==> src/rtl/req_pend_dispatch8.sv <==
// Sticky 8-channel request register feeding an external 8-to-3 priority encoder,
// dispatching the winning code over valid/ready. Option macro: REQ_EDGE_DETECT_EN.
module req_pend_dispatch8 #(
    parameter int CNT_W = 8
) (
    input  logic             clk,
    input  logic             rst,
    input  logic [7:0]       req,
    input  logic [7:0]       mask,
    output logic [7:0]       pend,
    input  logic [2:0]       enc_y,
    input  logic             enc_f,
    output logic             valid,
    output logic [2:0]       code,
    input  logic             ready,
    output logic [7:0]       ovf,
    input  logic             clr_ovf,
    output logic [CNT_W-1:0] svc_cnt
);
    typedef enum logic {IDLE, OFFER} state_t;

    state_t     state;
    logic [7:0] pend_r;
    logic [7:0] set_v;
    logic [7:0] clr_v;

    assign clr_v = (state == OFFER && ready) ? (8'd1 << code) : 8'd0;
    assign pend  = pend_r & mask;

`ifdef REQ_EDGE_DETECT_EN
    logic [7:0] req_d;

    assign set_v = req & ~req_d;

    // A new event landing on a still-pending, not-cleared bit is lost work.
    always_ff @(posedge clk or posedge rst) begin
        if (rst) begin
            req_d <= 8'd0;
            ovf   <= 8'd0;
        end else begin
            req_d <= req;
            ovf   <= (clr_ovf ? 8'd0 : ovf) | (set_v & pend_r & ~clr_v);
        end
    end
`else
    logic unused_clr_ovf;

    assign set_v          = req;
    assign ovf            = 8'd0;
    assign unused_clr_ovf = clr_ovf;
`endif

    // Masking only hides bits from the encoder; accumulation continues.
    always_ff @(posedge clk or posedge rst) begin
        if (rst) begin
            pend_r <= 8'd0;
        end else begin
            pend_r <= set_v | (pend_r & ~clr_v);
        end
    end

    always_ff @(posedge clk or posedge rst) begin
        if (rst) begin
            state   <= IDLE;
            valid   <= 1'b0;
            code    <= 3'd0;
            svc_cnt <= '0;
        end else begin
            unique case (state)
                IDLE: begin
                    if (enc_f) begin
                        code  <= enc_y;
                        valid <= 1'b1;
                        state <= OFFER;
                    end
                end
                OFFER: begin
                    if (ready) begin
                        valid   <= 1'b0;
                        svc_cnt <= svc_cnt + CNT_W'(1);
                        state   <= IDLE;
                    end
                end
                default: begin
                    state <= IDLE;
                    valid <= 1'b0;
                end
            endcase
        end
    end
endmodule

==> config.mk <==
export PLATFORM = sky130hd
export DESIGN_NAME = req_pend_dispatch8
export DESIGN_NICKNAME = d
export VERILOG_FILES = /design/src/rtl/req_pend_dispatch8.sv
export SDC_FILE = /design/constraint.sdc
export NUM_CORES = 1
export LEC_CHECK = 0
export ABC_AREA = 1
export CORE_AREA = 2 2 54 56
export DETAILED_ROUTE_END_ITERATION = 16
export DIE_AREA = 0 0 56 58
export GPL_TIMING_DRIVEN = 1
export PLACE_DENSITY = 0.82
export RECOVER_POWER = 50
export SLEW_MARGIN = 20
export SYNTH_ARGS = -nofsm -noshare
export SYNTH_HDL_FRONTEND = slang
export SYNTH_SLANG_ARGS = --single-unit
==> constraint.sdc <==
create_clock -name clk -period 2 [get_ports clk]
set_clock_uncertainty 0.1 [all_clocks]
set_input_delay 0.6 -clock clk [delete_from_list [all_inputs] [get_ports clk]]
set_output_delay 0.6 -clock clk [all_outputs]
set_load 0.005 [all_outputs]
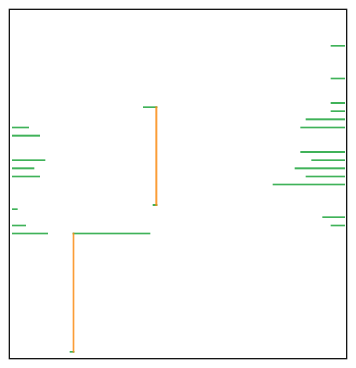
Run 1: signal wires by layer
(6 px per um) Two of the layers only.
Green is metal 3, wire length 109 um. Orange is metal 4, wire length 36.0 um.

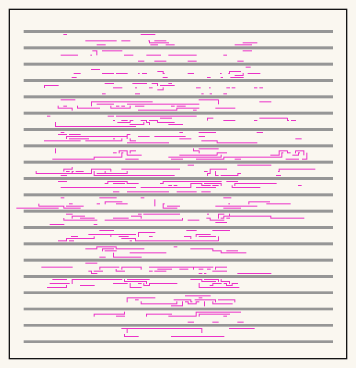
Run 1: the metal 1 layer
(6 px per um) Supply wires on this layer in gray.
The layer holds 39% of the routed length. The layer carries 907 um of wire.

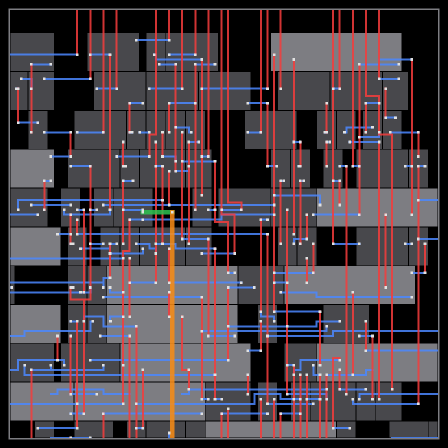
Run 1: close-up of the layout
Region (13, 26) to (43, 56) um. Cells in gray, sequential cells in the stronger gray; small squares are vias.
Red is metal 2. Green is metal 3. Blue is metal 1. Orange is metal 4.
Sequential cells in the window: 8. Most frequent: nand2_1 (19), clkdlybuf4s50_1 (14), inv_1 (13). Netlist names of flops here include `pend_r` (7), `svc_cnt` (1). 72 logic cells have their middle in the window.

==> CHANGELOG.md, run 1 <==
### Metrics

- Status: finished clean
- Synth area leader: dfrtp_1
- Critical Path Start: mask[3]
- R2R setup slack: roughly 700 ps
- Critical path endpoint category: output pin
- Initial DRC Count: 3
- Total gr overflow: 0
- Arrival time at the worst endpoint: 1280 ps
- Root buffer cell: clkbuf_4
- Max-slew violation count: 0
- Final Critical Period: 1983 ps
- Clock buffer count from CTS: 3
- Vias in the first global route: 943
- Placed instance count: 209
- Path depth of the worst reg2reg path: 6
- Clock Sinks: 21
- Setup TNS: 0 ps
- Crit path to: pend[3]
- Placeable core area: 0.002663 mm^2
- Routability cong.: around 0.73
- Initial antenna violation count: 0
- Mapped Cells: ~140
- CP required: 1300 ps
- Final Util: between 50% and 60%
- Drt pass-1 iters: 2
- Synth unique cells: 18
- Rows: 19
- Power Density: 829.6 mW/mm^2
- Critical R2R Launch: svc_cnt[0]
- Worst-path clk slew: between 100 and 150 ps
- Final ANT Viol Nets: 0
- Share of cells above drive strength 1: a little under a fifth
- Commonest Layout Cell: nand2_1
- Antenna cell count: 0
- Non-Filler Instances: 217
- Setup CP Type: in -> out
- Cell area leaders: dfrtp_1 (47%), nand2_1 (12%), inv_1 (10%)
- Internal power: between 800 and 900 uW
- Top cells excl fill/tap: nand2_1 (38), inv_1 (31), clkdlybuf4s50_1 (29)
- Fin Hold WS: 400.0 ps
- Synthesized area: 0.001119 mm^2
- Psw: 441.0 uW
- I/O pin count: 52
- Hold bufs inserted after CTS: 0
- Place WS: -392.9 ps
- Warnings from Yosys: 0
- Mean number of vias per cell: 4.452
- Endpoints failing setup: 0
- Overall routing resource usage: 15.01%
- Min-delay worst type: reg -> reg
- First-pass GRT wire length: just under 4 mm
- Syn_area_per_cell: 8.225 um^2
- Leak Pwr: ~0.84 nW
- DR vias: 966
- Wirelength per Cell: 10.66 um
- DPL Wire Length: 1.880 mm
- R2r endpoint: svc_cnt[5]
- Pin count of the biggest net entering global routing: 22
- Max Cap Viol: 0
- Fin. Hold Viols: 0
- Syn-to-layout area delta: 40.04%
- Fin crit share: 99.15%
- Clock power frac: 15.7%
- Port Buffers: ~42
- Init Core Util: 42.01%
- Drt drc: 0
- Switch share: 33.93%
- Yosys reg bits: 21
- Startpoint Class: primary input
- Die span in x: 56 um
- RSZ-0062 raised after global routing: false
- Worst-path maximum fanout: 1
- Clock Path Buffers: 2
- H-tree level count: 1
- Die area: 0.003248 mm^2
- Setup ws final: 17.03 ps
- Final Net Count: 212
- Final WL: approximately 2.3 mm
- Max VDD drop: 0.0005229 V
- Register area share after synthesis: a little under half
- Max-area cell share: 46.98%
- DIE HEIGHT: 58 um
- Tool warning count: 27
- Sequential Power Share: 46.1%
- FMAX: 504.3 MHz
- Comb pwr share: 38.2%
- Skew-Pair Late Insertion Delay: 300 ps
==> run 1: cells in the mapped netlist, drive strengths merged <==
| cell type | n |
|---|---|
| buf | 8 |
| ha | 1 |
| nor2 | 9 |
| o21ai | 9 |
| nand3b | 1 |
| nand3 | 4 |
| dfrtp | 21 |
| xor2 | 2 |
| conb | 1 |
| nand4 | 2 |
| nand2 | 42 |
| a21oi | 4 |
| inv | 32 |
==> run 1: power by group through the flow <==
stage               sequential [mW]  clock (mW)  combinational (mW)
finish                        0.599       0.204               0.497
global route                  0.613       0.231               0.556
CTS                           0.602       0.210               0.466
detailed placement            0.611           0               0.476
global placement              0.604           0               0.457
floorplan                     0.601           0               0.233
==> run 1: worst max-delay path: stages <==
cell             delay (ps)
clkdlybuf4s50_1         460
nand2_1                  60
inv_1                    50
buf_2                   100
==> run 1: layout make-up <==
class	instances	area, um^2
Multi-Input combinational cell	82	426.7
Tap cell	31	38.79
Sequential cell	21	528.0
Timing Repair Buffer	47	422.9
Fill cell	243	1096
Clock inverter	1	5.005
Clock buffer	3	22.52
Inverter	32	122.6
==> run 1: cells by family after synthesis <==
family          Yosys count  synth area share (%)
compound gates           13                 8.501
xor+xnor                  2                 1.566
fa+ha+maj                 1                 1.118
buf+inv                  40                 16.33
flops                    21                 46.98
other cells               1                0.3352
simple gates             58                 25.17
==> run 1: sequential cells by signal (all words and copies together), names as in the netlist <==
name     count
pend_r       8
state        1
svc_cnt      8
code         3
valid        1
==> run 1: per-layer routing <==
layer / vias up / track usage [%] / share of wire, %
li1: 490 / - / -
met1: 447 / 18.17 / 39
met2: 25 / 26.72 / 55
met3: 4 / 1.786 / 4.7
met4: 0 / 7.143 / 1.6
met5: - / 0 / 0
==> run 1: worst min path at each step <==
stage	depth (start not counted)	endpoint	slack [ps]	from
floorplan	2	pend_r[0]	350	pend_r[0]
global placement	2	pend_r[1]	370	pend_r[1]
detailed placement	2	pend_r[1]	380	pend_r[1]
CTS	2	pend_r[1]	400	pend_r[1]
global route	2	pend_r[4]	420	pend_r[4]
finish	2	pend_r[1]	400	pend_r[1]
==> run 1: what timing repair did <==
action / CTS / global route
setup buffers: 0 / 4
gates resized: 32 / 4
endpoints found under the setup margin: 8 / 7
pin swaps: 1 / 1
==> run 1: through the flow <==
| step | total power [mW] | cell area, um^2 |
|---|---|---|
| floorplan | 0.8347 | 1145 |
| global placement | 1.061 | 1551 |
| detailed placement | 1.086 | 1551 |
| CTS | 1.278 | 1539 |
| global route | 1.401 | 1567 |
| finish | 1.300 | 1567 |
==> run 2, diff against run 1 <==
SKIP_LAST_GASP = 1   (was default)
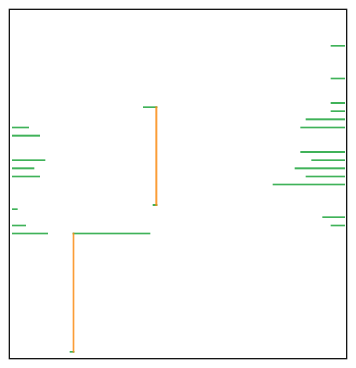
Run 2: signal wires by layer
(6 px per um) Two of the layers only.
Orange is metal 4, wire length 36.0 um. Green is metal 3, wire length 109 um.

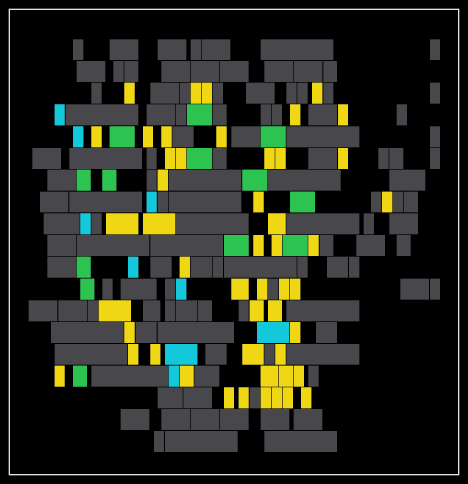
Run 2: selected gate families
(8 px per um)
Cyan is NOR gates, cells 9, most used nor2_1. Yellow is NAND gates, cells 49, most used nand2_1. Green is inverting AOI/OAI gates, cells 13, most used o21ai_2.

==> CHANGELOG.md, run 2 <==
### Metrics

- Synth area leader: dfrtp_1
- First-pass GRT wire length: 3.905 mm (+0.36%)
- Leak Pwr: 0.8365 nW (unchanged)
- Initial antenna violation count: 0 (unchanged)
- RSZ-0062 raised after global routing: false
- CP bufs+invs: 3 (unchanged)
- Top cells by count: nand2_1 (37), inv_1 (31), dfrtp_1 (21)
- Cell area leaders: dfrtp_1 (47%), nand2_1 (12%), inv_1 (10%)
- Synth unique cells: 18 (unchanged)
- Mapped Cells: 136 (unchanged)
- Yosys top cell by instances: nand2_1
- Clock Path Buffers: 2 (unchanged)
- Setup CP Type: in -> out
- CP max-delay cell: clkdlybuf4s50_1
- Drt drc: 0 (unchanged)
- Total gr overflow: 0 (unchanged)
- Min-delay worst type: reg -> reg
- DPL Wire Length: 1.880 mm (unchanged)
- Psw: 441.0 uW (unchanged)
- Syn-to-layout area delta: 40.04% (unchanged)
- Register area share after synthesis: 46.98% (unchanged)
- DIE HEIGHT: 58 um (unchanged)
- Max VDD drop: 0.0005229 V (unchanged)
- FMAX: 504.3 MHz (unchanged)
- Routability cong.: 0.7309 (unchanged)
- Vias in the first global route: 948 (+0.53%)
- Max incr delay on CP: 460 ps (about the same)
- Yosys adder share: 1.119% (unchanged)
- Top logic family: simple AND/OR/NAND/NOR gates
- Antenna cell count: 0 (unchanged)
- Sequential Power Share: 46.1% (about the same)
- CP top delay family: buffers and inverters
- Worst-path maximum fanout: 1 (unchanged)
- Top flop regs: pend_r x8, svc_cnt x8, code x3
- Final Net Count: 212 (unchanged)
- Initial DRC Count: 3 (unchanged)
- Post-synth EDFFs: 0 (unchanged)
- Die span in x: 56 um (unchanged)
- Max Cap Viol: 0 (unchanged)
- Synthesized area: 0.001119 mm^2 (unchanged)
- Final WL: 2.314 mm (unchanged)
- Fill cell count: 243 (unchanged)
- DR vias: 966 (unchanged)
- Fin. Hold Viols: 0 (unchanged)
- Mean number of vias per cell: 4.452 (unchanged)
- Switch share: 33.93% (unchanged)
- Startpoint Class: primary input
- Hold bufs inserted after CTS: 0 (unchanged)
- Init Core Util: 42.01% (unchanged)
- Mux cell area share: 0% (unchanged)
- Commonest Layout Cell: nand2_1
- Pin count of the biggest net entering global routing: 22 (unchanged)
- Port Buffers: 42 (unchanged)
- I/O pin count: 52 (unchanged)
- CP cell instances: clkdlybuf4s50_1 > nand2_1 > inv_1 > buf_2
- Rows: 19 (unchanged)
- Register area: 528.0 um^2 (unchanged)
- Logic area: 426.7 um^2 (unchanged)
- Comb pwr share: 38.2% (about the same)
- Ys flop type: dfrtp_1
- Clock Sinks: 21 (unchanged)
- Fin crit share: 99.15% (unchanged)
- CP required: 1300 ps (about the same)
- Overall routing resource usage: 15.05% (+0.048 points)
- Clock buffer count from CTS: 3 (unchanged)
- Top cells excl fill/tap: nand2_1 (38), inv_1 (31), clkdlybuf4s50_1 (29)
- Wirelength per Cell: 10.66 um (unchanged)
- Root buffer cell: clkbuf_4
- Tool warning count: 28 (+3.7%)
- Warnings from Yosys: 0 (unchanged)
- Status: finished clean
- Internal power: 858.6 uW (unchanged)
- Placeable core area: 0.002663 mm^2 (unchanged)
## run 2: cell counts after synthesis
No cell type changed its count.
## run 2: power by group through the flow
| stage | clock network, mW | registers, mW | logic (mW) |
|---|---|---|---|
| after global routing | 0.231 | 0.613 | 0.556 |
| after floorplan | 0 | 0.601 | 0.233 |
| after CTS | 0.210 | 0.602 | 0.467 |
| after global placement | 0 | 0.604 | 0.457 |
| final | 0.204 | 0.599 | 0.497 |
| after detailed placement | 0 | 0.611 | 0.476 |
## run 2: layout make-up
cell class,instances,area share [%]
flip-flops and latches,21,33.71
multi-input cells,82,27.24
repair buffers,47,27.00
inverters,32,7.828
well taps,31,2.476
clock buffers,3,1.438
clock inverters,1,0.3195
## run 2: cell families after synthesis
logic type,Yosys count
AND/OR/NAND/NOR,58
buffers and inverters,40
flip-flops,21
AND-OR/OR-AND,13
XOR/XNOR,2
adder cells (fa/ha/maj),1
other,1
## run 2: per-layer routing
layer | global-route usage, % | wire length, um | vias to the layer above
met5 | 0 | 0 | -
met4 | 7.143 | 36 | 0
met3 | 1.786 | 109 | 4
met2 | 26.72 | 1262 | 25
met1 | 18.31 | 906 | 447
li1 | - | - | 490
## run 2: repair_timing
item                       CTS  global route
pin swaps                    1             1
setup endpoints to repair    8             8
buffers inserted             0             4
resized                     31             5
## run 2: stage by stage
step                area (um^2)  utilization [%]  cells  TNS, ps  worst slack, ps
finish                     1567            58.83    217        0            17.03
detailed placement         1551            58.27    209    -2811           -392.9
global placement           1551            58.27    209    -2707           -347.2
CTS                        1545            58.04    213   -82.87           -82.87
floorplan                  1145                -    143        0            612.2
global route               1567            58.83    217        0           0.8658
## run 2: final timing paths
check,endpoint,cells past startpoint,startpoint,slack (ps)
setup / recovery,pend[3],4,mask[3],20
hold / removal,pend_r[1],2,pend_r[1],400
hold reg to reg,pend_r[1],2,pend_r[1],400
max in group asynchronous,svc_cnt[2],3,rst,910
min in group asynchronous,pend_r[4],3,rst,650
setup reg to reg,svc_cnt[5],6,svc_cnt[0],700
## run 2: worst min-delay path, stage by stage, from the launching register on
cell     delay [ps]
dfrtp_1         380
o21ai_2          50
nand2_1          50
Run 2, congestion heat map:
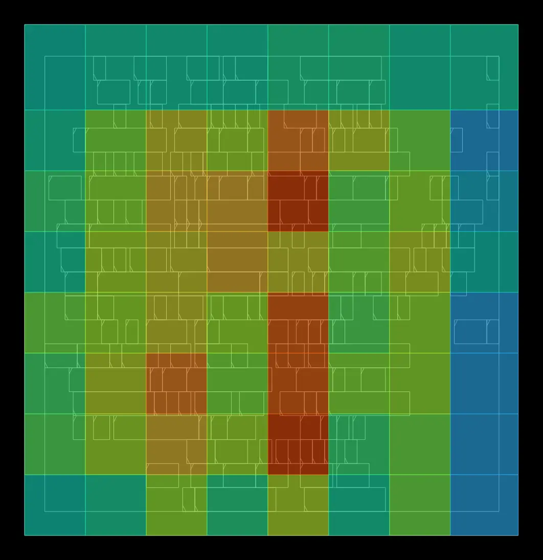

==> run 3, diff against run 2 <==
CORE_AREA = 5 5 57 59   (was 2 2 54 56)
DIE_AREA = 0 0 62 64   (was 0 0 56 58)
PLACE_DENSITY = 0.8   (was 0.82)
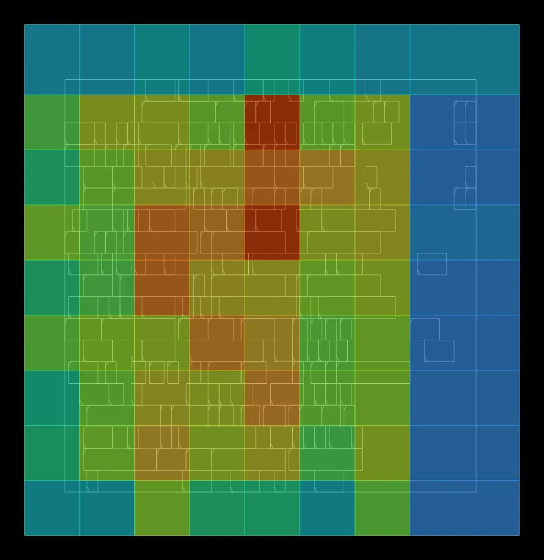
Run 3: congestion heat map
GR Util met2: 25.39%
met1 Track Usage GR: 15.91%
grt peak-use layer: met2
met3 Resource Use GR: 3.421%

==> CHANGELOG.md, run 3 <==
### Metrics

- Status: finished clean
- DIE HEIGHT: 64 um (+10%)
- Critical Path Start: mask[2]
- CP bufs+invs: 3 (unchanged)
- Mux cell area share: 0% (unchanged)
- Clock Sinks: 21 (unchanged)
- Placeable core area: 0.002663 mm^2 (unchanged)
- CP top delay family: buffers and inverters
- Clock buffer count from CTS: 3 (unchanged)
- Setup TNS: 0 ps (unchanged)
- Initial DRC Count: 24 (+21)
- Top cells excl fill/tap: nand2_1 (39), inv_1 (31), clkdlybuf4s50_1 (30)
- Pin count of the biggest net entering global routing: 22 (unchanged)
- Commonest Layout Cell: nand2_1
- Logic area: 426.7 um^2 (unchanged)
- RSZ-0062 raised after global routing: false
- Top flop regs: pend_r x8, svc_cnt x8, code x3
- Clock Path Buffers: 2 (unchanged)
- Tool warning count: 27 (-3.6%)
- Worst-path maximum fanout: 1 (unchanged)
- Max VDD drop: 0.0005799 V (+11%)
- Psw: 448.8 uW (+1.8%)
- Path depth of the worst reg2reg path: 5 (-1)
- Crit path to: pend[2]
- Switch share: 33.89% (-0.047 points)
- Routability cong.: 0.7699 (+5.3%)
- Fin crit share: 97.92% (-1.2 points)
- Port Buffers: 42 (unchanged)
- Critical R2R Launch: state
- Fin. Hold Viols: 0 (unchanged)
- Total gr overflow: 0 (unchanged)
- Min-delay worst type: reg -> reg
- Max incr delay on CP: 450 ps (about the same)
- I/O pin count: 52 (unchanged)
- Init Core Util: 42.01% (unchanged)
- Internal power: 875.5 uW (+2.0%)
- Leak Pwr: 0.8226 nW (-1.7%)
- Yosys top cell by instances: nand2_1
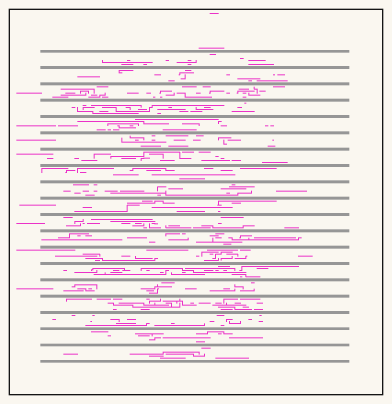
Run 3: the metal 1 layer
(6 px per um) Supply wires on this layer in gray.
The layer holds 39% of the routed length. The longest straight run is 13.8 um. 188 nets have wire on it. The wires run mostly horizontal. The layer carries 1010 um of wire.

-- run 3: cell type report --
class	instances	share of cell area, %
Sequential cell	21	33.87
Multi-Input combinational cell	82	27.30
Timing Repair Buffer	47	26.90
Inverter	32	7.766
Tap cell	31	2.482
Clock buffer	4	1.681
-- run 3: worst min-delay path: stages (launching register included) --
cell,delay [ps]
dfrtp_1,380
nand2_1,60
nand2_1,40
-- run 3: cell families after synthesis --
kind of cell    count (synthesis)
xor+xnor                        2
flops                          21
compound gates                 13
simple gates                   58
buf+inv                        40
fa+ha+maj                       1
other cells                     1
-- run 3: worst min path at each step --
stage / start / end / slack [ps] / cells after the start
finish: svc_cnt[4] / svc_cnt[4] / 410 / 2
global placement: pend_r[4] / pend_r[4] / 370 / 2
CTS: pend_r[2] / pend_r[2] / 410 / 2
detailed placement: pend_r[2] / pend_r[2] / 380 / 2
floorplan: pend_r[0] / pend_r[0] / 350 / 2
global route: pend_r[2] / pend_r[2] / 440 / 2
-- run 3: power by group through the flow --
| stage | Sequential [mW] | Combinational [mW] | Clock [mW] |
|---|---|---|---|
| 2_1_floorplan | 0.601 | 0.233 | 0 |
| 3_3_place_gp | 0.605 | 0.463 | 0 |
| 3_5_place_dp | 0.611 | 0.478 | 0 |
| 4_1_cts | 0.605 | 0.470 | 0.211 |
| 5_1_grt | 0.604 | 0.591 | 0.225 |
| 6_report | 0.585 | 0.535 | 0.205 |
-- run 3: repair_timing --
| action | 4_1_cts | 5_1_grt |
|---|---|---|
| buffers inserted | 0 | 4 |
| resized | 33 | 4 |
| setup endpoints to repair | 9 | 8 |
| pin swaps | 0 | 0 |
-- run 3: metrics by stage --
| step | std cells | power, mW | area (um^2) | util, % |
|---|---|---|---|---|
| after CTS | 213 | 1.286 | 1539 | 57.80 |
| after detailed placement | 209 | 1.089 | 1551 | 58.27 |
| after global routing | 217 | 1.420 | 1563 | 58.69 |
| after global placement | 209 | 1.067 | 1551 | 58.27 |
| final | 217 | 1.324 | 1563 | 58.69 |
| after floorplan | 143 | 0.8347 | 1145 | - |
-- run 3: metal layers --
layer  part of all wire, %  up-vias
li1                      -      487
met1                    39      453
met2                    54       29
met3                   6.2        4
met4                   1.1        0
met5                     0        -
No activity file was given, so power comes from the tool's default toggle rates.
